Design vga_sync_rx, sky130hd; sources not shown.
cell_classes.png
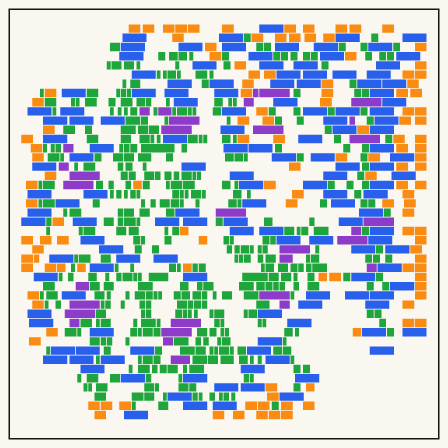
Green marks all other logic, cells 417, share of their area 36%. Blue marks flops, cells 143, share of their area 39%. Orange marks other buffers and delay cells, cells 125, share of their area 17%. Purple marks clock drivers and dummy loads, cells 32, share of their area 7.8%.
Seq area share: 38.2%
Core Box Area: 0.0140 mm²
row count: 43

met3.png
Bar = 50 µm.
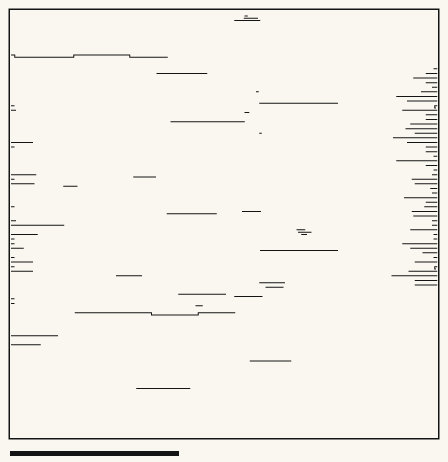
The longest straight run is 23.0 µm. The wires run mostly horizontal. The layer carries 639 µm of wire. The layer holds 4.7% of the routed length.
GR Util met3: 4.51%
wirelength, routed: 13,500 µm
routed via count: 4,367

==> results.yml <==
# flow metrics
outcome:
  status: "finished clean"
power_and_ir_drop:
  p_sw_share_pct: 25.4
  p_clk_mw: 1.37
  intPower_mw: 2.17
  powerComb_mw: 0.188
  ir_drop_mv: 0.276
  finalPower_mw: 2.90
  p_comb_share_pct: 6.5
  power_density_mw_per_mm2: 388
finish:
  lay_top_cells: "dfxtp_1, clkdlybuf4s50_1, nor2_1"
  largest_class: "flip-flops and latches"
  logic_area_mm2: 0.00257
  fillers: 1241
  lay_top_count: "dfxtp_1"
  n_all_buffers: 125
  instances_no_fill: 897
  nClkBuffers: 17
  inverters: 11
  drive_above_1_share_pct: 8.79
  fin_util_pct: 53.3
  finish.instance_area_mm2: 0.00749
clock_network:
  path_clk_slew_ps: 60
  htreeDepth: 4
  clockBufferDepth: 2
  clockRootBuffer: "clkbuf_16"
global_routing:
  grt_most_used_layer: "met2"
  antenna_found_initial: 0
  grt_max_degree: 52
  gr-usage-met2_pct: 27.2
  grt.met1_usage_pct: 23.2
  grt.overflow.total: 0
  grt_pass1_wl_um: 22100
synth:
  synth_largest_type_area_fraction_pct: 50.5
  ys_async_sr_fraction_pct: 0
  ys_area_mm2: 0.00567
  mappedNetlistArea_mm2: 0.00567
  synth-simple-area-share_pct: 25.0
  ys_warn_count: 0
  fa_ha_area_share_pct: 1.77
  synth_cell_types: 60
  synth-xor-area-share_pct: 4.79
  yosys.area_share.aoi_pct: 9.41
  syn_inst: 599
  ys_sh_mux_pct: 4.42
  syn_area_per_cell_um2: 9.46
  ff_type: "dfxtp_1"
  ys_seq_share_pct: 50.5
  edf_count: 0
hold_path:
  hold_class: "reg2reg"
final_timing:
  fin_crit_sh_pct: 93.1
  setup_ws_ps: 301
  tns_ps: 0
  max_freq_ghz: 0.246
  slew_headroom_pct: 53.9
  period_minus_slack_ps: 4070
  slew_violations: 0
setup_path:
  crit_top_cell: "ha_1"
  cp-end-kind: "primary output"
  regToRegSetupSlack_ps: 1360
  rr_worst_depth: 7
  critical_path_cell_count: 11
  crit_chain: "nand2b_1 > clkinv_1 > ha_1 > ha_1 > nand3_1 > nor4b_1 > nor3_1 > nor4_2 > o21ai_0 > and3b_1 > buf_4"
  critical_path_class: "reg2out"
  critPathRequiredTime_ps: 3350
die:
  die_w_um: 127
  die_y_um: 127
  io_pins: 118
  fp_util_pct: 40.4
  die-area_mm2: 0.0160
placed_design:
  port_buffers: 117
  place_area_mm2: 0.00693
  dp_hpwl_um: 9540
detailed_routing:
  met1_length_um: 6590
  viasPerCell: 4.87
  top_layer_used: "met4"
  wl_met3_um: 638
